$ cat src/rtl/cmp_pkg.sv
// Shared definitions for consumers of the 3-bit comparator result.
// Result encoding is one-hot: bit 2 = a>b, bit 1 = a==b, bit 0 = a<b.
// Provides the code type, the three legal code constants, a one-hot
// check and the state type of the streak-tracking FSM.
package cmp_pkg;

    typedef logic [2:0] cmp_code_t;

    localparam cmp_code_t CMP_GT = 3'b100;
    localparam cmp_code_t CMP_EQ = 3'b010;
    localparam cmp_code_t CMP_LT = 3'b001;

    typedef enum logic [1:0] {
        S_IDLE = 2'd0,
        S_RUN  = 2'd1,
        S_LOCK = 2'd2
    } streak_state_t;

    // True only for the three legal relation codes.
    function automatic logic is_onehot3(input cmp_code_t c);
        return (c == CMP_GT) || (c == CMP_EQ) || (c == CMP_LT);
    endfunction

endpackage

$ cat src/rtl/sat_counter.sv
// Saturating up-counter used for the per-relation tallies.
// Ports:
//   clk    rising-edge clock
//   rst_n  synchronous active-low reset, clears the count
//   inc    count up by one this cycle (ignored once at the maximum)
//   clr    synchronous clear, wins over inc
//   q      current count, holds at 2**W-1
module sat_counter #(
    parameter int W = 8
) (
    input  logic         clk,
    input  logic         rst_n,
    input  logic         inc,
    input  logic         clr,
    output logic [W-1:0] q
);

    logic [W-1:0] cnt_q;
    logic [W-1:0] cnt_d;

    always_comb begin
        cnt_d = cnt_q;
        if (clr) begin
            cnt_d = '0;
        end else if (inc && (cnt_q != {W{1'b1}})) begin
            cnt_d = cnt_q + 1'b1;
        end
    end

    always_ff @(posedge clk) begin
        if (!rst_n) begin
            cnt_q <= '0;
        end else begin
            cnt_q <= cnt_d;
        end
    end

    assign q = cnt_q;

endmodule

$ cat src/rtl/cmp_streak_tracker.sv
// Consumer of comparator results: keeps saturating gt/eq/lt tallies and
// raises an event when the same relation is accepted STREAK times in a row.
// A pending event blocks further input until the sink takes it.
// Ports:
//   clk, rst_n          clock, synchronous active-low reset
//   in_valid/in_ready   input handshake; in_ready = !ev_valid
//   y                   comparator result {gt,eq,lt}
//   clr                 synchronous clear of tallies, run, err, pending event
//   gt_cnt/eq_cnt/lt_cnt  saturating tallies of accepted results
//   ev_valid/ev_ready   event handshake
//   ev_kind             relation that formed the streak, held after drain
//   err                 sticky: a non-one-hot y was accepted
module cmp_streak_tracker
    import cmp_pkg::*;
#(
    parameter int CNT_W  = 8,
    parameter int STREAK = 4
) (
    input  logic             clk,
    input  logic             rst_n,
    input  logic             in_valid,
    output logic             in_ready,
    input  logic [2:0]       y,
    input  logic             clr,
    output logic [CNT_W-1:0] gt_cnt,
    output logic [CNT_W-1:0] eq_cnt,
    output logic [CNT_W-1:0] lt_cnt,
    output logic             ev_valid,
    input  logic             ev_ready,
    output logic [2:0]       ev_kind,
    output logic             err
);

    localparam int RUN_W = $clog2(STREAK + 1);
    // One extra bit so run+1 can be compared without overflow.
    localparam logic [RUN_W:0] STREAK_L = (RUN_W + 1)'(STREAK);

    streak_state_t  state_q, state_d;
    logic [RUN_W-1:0] run_q, run_d;
    cmp_code_t      last_q, last_d;
    logic           ev_valid_q, ev_valid_d;
    cmp_code_t      ev_kind_q, ev_kind_d;
    logic           err_q, err_d;

    logic           accept;
    logic           code_ok;
    logic           take;
    logic           fire;
    logic [RUN_W:0] run_inc;

    assign in_ready = !ev_valid_q;
    assign accept   = in_valid && in_ready;
    assign code_ok  = is_onehot3(y);
    // clr drops a simultaneous sample entirely.
    assign take     = accept && !clr;
    assign run_inc  = {1'b0, run_q} + 1'b1;

    sat_counter #(.W(CNT_W)) u_gt (
        .clk   (clk),
        .rst_n (rst_n),
        .inc   (take && code_ok && y[2]),
        .clr   (clr),
        .q     (gt_cnt)
    );

    sat_counter #(.W(CNT_W)) u_eq (
        .clk   (clk),
        .rst_n (rst_n),
        .inc   (take && code_ok && y[1]),
        .clr   (clr),
        .q     (eq_cnt)
    );

    sat_counter #(.W(CNT_W)) u_lt (
        .clk   (clk),
        .rst_n (rst_n),
        .inc   (take && code_ok && y[0]),
        .clr   (clr),
        .q     (lt_cnt)
    );

    // Run tracking FSM. A "new run" starts from a length of one and fires
    // immediately when STREAK is 1.
    always_comb begin
        state_d = state_q;
        run_d   = run_q;
        last_d  = last_q;
        fire    = 1'b0;

        if (clr) begin
            state_d = S_IDLE;
            run_d   = '0;
        end else if (take) begin
            if (!code_ok) begin
                state_d = S_IDLE;
                run_d   = '0;
            end else begin
                unique case (state_q)
                    S_RUN: begin
                        if (y == last_q) begin
                            run_d = run_inc[RUN_W-1:0];
                            if (run_inc == STREAK_L) begin
                                fire    = 1'b1;
                                state_d = S_LOCK;
                            end
                        end else begin
                            last_d = y;
                            run_d  = RUN_W'(1);
                            if (STREAK == 1) begin
                                fire    = 1'b1;
                                state_d = S_LOCK;
                            end else begin
                                state_d = S_RUN;
                            end
                        end
                    end
                    S_LOCK: begin
                        // Repeats of the locked relation neither re-fire
                        // nor advance the run.
                        if (y != last_q) begin
                            last_d = y;
                            run_d  = RUN_W'(1);
                            if (STREAK == 1) begin
                                fire    = 1'b1;
                                state_d = S_LOCK;
                            end else begin
                                state_d = S_RUN;
                            end
                        end
                    end
                    default: begin
                        last_d = y;
                        run_d  = RUN_W'(1);
                        if (STREAK == 1) begin
                            fire    = 1'b1;
                            state_d = S_LOCK;
                        end else begin
                            state_d = S_RUN;
                        end
                    end
                endcase
            end
        end
    end

    // Event and error flags. fire can only happen while no event is
    // pending, so it never collides with a drain.
    always_comb begin
        ev_valid_d = ev_valid_q;
        ev_kind_d  = ev_kind_q;
        err_d      = err_q;

        if (clr) begin
            ev_valid_d = 1'b0;
            err_d      = 1'b0;
        end else begin
            if (ev_valid_q && ev_ready) begin
                ev_valid_d = 1'b0;
            end
            if (fire) begin
                ev_valid_d = 1'b1;
                ev_kind_d  = y;
            end
            if (take && !code_ok) begin
                err_d = 1'b1;
            end
        end
    end

    always_ff @(posedge clk) begin
        if (!rst_n) begin
            state_q    <= S_IDLE;
            run_q      <= '0;
            last_q     <= '0;
            ev_valid_q <= 1'b0;
            ev_kind_q  <= '0;
            err_q      <= 1'b0;
        end else begin
            state_q    <= state_d;
            run_q      <= run_d;
            last_q     <= last_d;
            ev_valid_q <= ev_valid_d;
            ev_kind_q  <= ev_kind_d;
            err_q      <= err_d;
        end
    end

    assign ev_valid = ev_valid_q;
    assign ev_kind  = ev_kind_q;
    assign err      = err_q;

endmodule

$ cat config.mk
export PLATFORM = sky130hd
export DESIGN_NAME = cmp_streak_tracker
export DESIGN_NICKNAME = d
export VERILOG_FILES = /design/src/rtl/cmp_pkg.sv /design/src/rtl/sat_counter.sv /design/src/rtl/cmp_streak_tracker.sv
export SDC_FILE = /design/constraint.sdc
export NUM_CORES = 1
export LEC_CHECK = 0
export ABC_AREA = 1
export CAP_MARGIN = 20
export CORE_MARGIN = 5
export CORE_UTILIZATION = 30
export DETAILED_ROUTE_END_ITERATION = 8
export GPL_ROUTABILITY_DRIVEN = 0
export SLEW_MARGIN = 20
export SYNTH_ARGS = -nofsm -noshare
export SYNTH_HDL_FRONTEND = slang
export SYNTH_SLANG_ARGS = --single-unit
$ cat constraint.sdc
create_clock -name clk -period 2.5 [get_ports clk]
set_input_delay 0.375 -clock clk [delete_from_list [all_inputs] [get_ports clk]]
set_output_delay 0.375 -clock clk [all_outputs]
set_load 0.1 [all_outputs]
==> images/placement_by_type.png <==
Bar = 20 um.
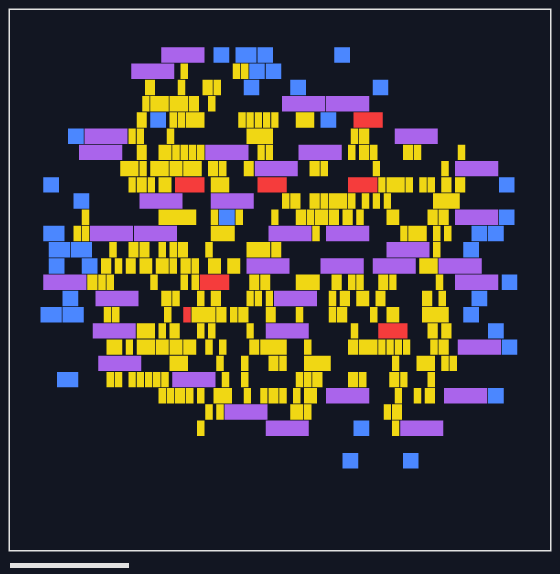
Key: other buffers and delay cells = blue [cells 38]; clock drivers and dummy loads = red [cells 7]; flops = purple [cells 37]; combinational and other logic = yellow [cells 239]
Final Core Density: 0.382
final instance area: 2410 um^2
fraction of area in registers: 0.307

==> images/wires.png <==
Only two layers are drawn.
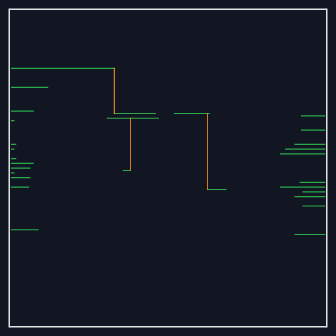
Key: metal 4 = orange [wire length 49.6 um]; metal 3 = green [wire length 217 um]
Routed Wire Length: 4340 um
via count: 1,791
GRT Util Overall: 0.111
post-DR wirelength/cell: 10.9 um

==> impl_metrics.csv <==
group,metric,value,unit
sta,setup_viol,0,
sta,fmax,0.582,GHz
yosys,syn_nets,292,
run,max_cap_violations,0,
run_status,status,"completed",
final_layout,area.combinational,1070,um^2
floorplan,chipArea,8190,um^2
worst_setup_path,worstSetupEndpointType,"flop",
power,clockPowerShare,0.380,
clock_network,htree_num_levels,2,
global_routing,grt_overflow,0,
yosys,ys_sh_adder,0.0322,
floorplan,io-pin-count,38,
final_layout,seq_area,741,um^2
power,ir_drop,0.000238,V
clock_network,cts.path.max_buffers,2,
yosys,ys_top_cells_by_count,"72 x nand2_1, 41 x nor2_1, 37 x dfxtp_1, 23 x a21oi_1, 22 x inv_1",
worst_setup_path,r2r_end,"u_gt.q[2]",
worst_setup_path,critical-path-top-delay-family,"buffers and inverters",
run,warning_count,27,
final_layout,syn_to_final_growth,24.2,%
min_path,hold_end,"state_q[1]",
detailed_routing,drt-initial-drc-count,59,
yosys,simple_gate_share,0.344,
clock_network,numCtsBuffers,5,
final_layout,comb_share,0.442,
yosys,netlist_instances,279,
power,p_comb_frac,0.089,
power,power,1.13,mW
worst_setup_path,start_kind,"primary input",
final_layout,layout.nets,334,
floorplan,coreArea,6310,um^2
min_path,hold_path.class,"flop to flop",
power,p_leak,1.02,nW
place,dp_hpwl,3310,um
yosys,top_logic_kind,"simple AND/OR/NAND/NOR gates",
global_routing,grt_start_max_net_pins,21,
global_routing,antenna_found_initial,0,
yosys,ys_seq_share,0.381,
floorplan,rows,29,
power,power_density,467,nW/um^2
sta,clock_skew,7.87,ps
place,portBuffers,37,
floorplan,initCoreUtil,0.308,
yosys,yosysWarnings,0,
clock_network,postCtsHoldBufs,0,
power,swShare,0.250,
final_layout,largest_cell_class,"combinational gates",
sta,grt_setup_unrepaired,"no",
final_layout,fill_cells,690,
==> logic make-up (layout without fill, tap and decap cells) <==
logic type	count (synthesis)	in the layout
AND/OR/NAND/NOR	151	151
adder cells (fa/ha/maj)	5	5
flip-flops	37	37
buffers and inverters	32	74
XOR/XNOR	14	14
AND-OR/OR-AND	40	40
==> placed cells by master, fill, tap and decap left out, drive strengths merged <==
cell and count:
nand2 78, nor2 44, dfxtp 37, buf 31
inv 27, a21oi 25, nand3 19, o21ai 14
xor2 8, clkdlybuf4s50 7, clkbuf 7, xnor2 6
ha 5, nand4 4, and2 3, nor3 2
clkinv 2, or2 1, a21boi 1
==> through the flow <==
stage                util  cells  worst slack, ps  hold WS [ps]
finish              0.382    398              783           483
detailed placement  0.369    391              484           472
global placement    0.369    391              501           463
global route        0.382    398              597           519
CTS                 0.382    398              778           484
floorplan               -    279              260           452
==> layer usage <==
layer  up-vias  wire length, um  GRT usage
met5         -                0          0
met4         0               49     0.0261
met3         6              217     0.0317
met2        30             1860      0.179
met1       789             2210      0.145
li1        966                -          -
==> worst max-delay path by stage <==
stage                     startpoint         end  slack (ps)  cells after the start
final                           y[2]   u_lt.q[5]         780                     11
after global routing            y[0]  ev_kind[2]         600                     10
after CTS                       y[2]   u_lt.q[5]         780                     11
after detailed placement        y[2]   u_gt.q[2]         480                     12
after global placement          y[2]   u_lt.q[5]         500                     11
after floorplan            u_eq.q[0]   u_eq.q[2]         260                     10
==> power groups by stage <==
stage	registers, mW	logic, mW	clock network [mW]
after floorplan	0.624	0.0591	0
after global placement	0.613	0.102	0
after detailed placement	0.613	0.101	0
after CTS	0.599	0.102	0.447
after global routing	0.600	0.113	0.465
final	0.599	0.100	0.429
Power and IR drop assume default switching activity.
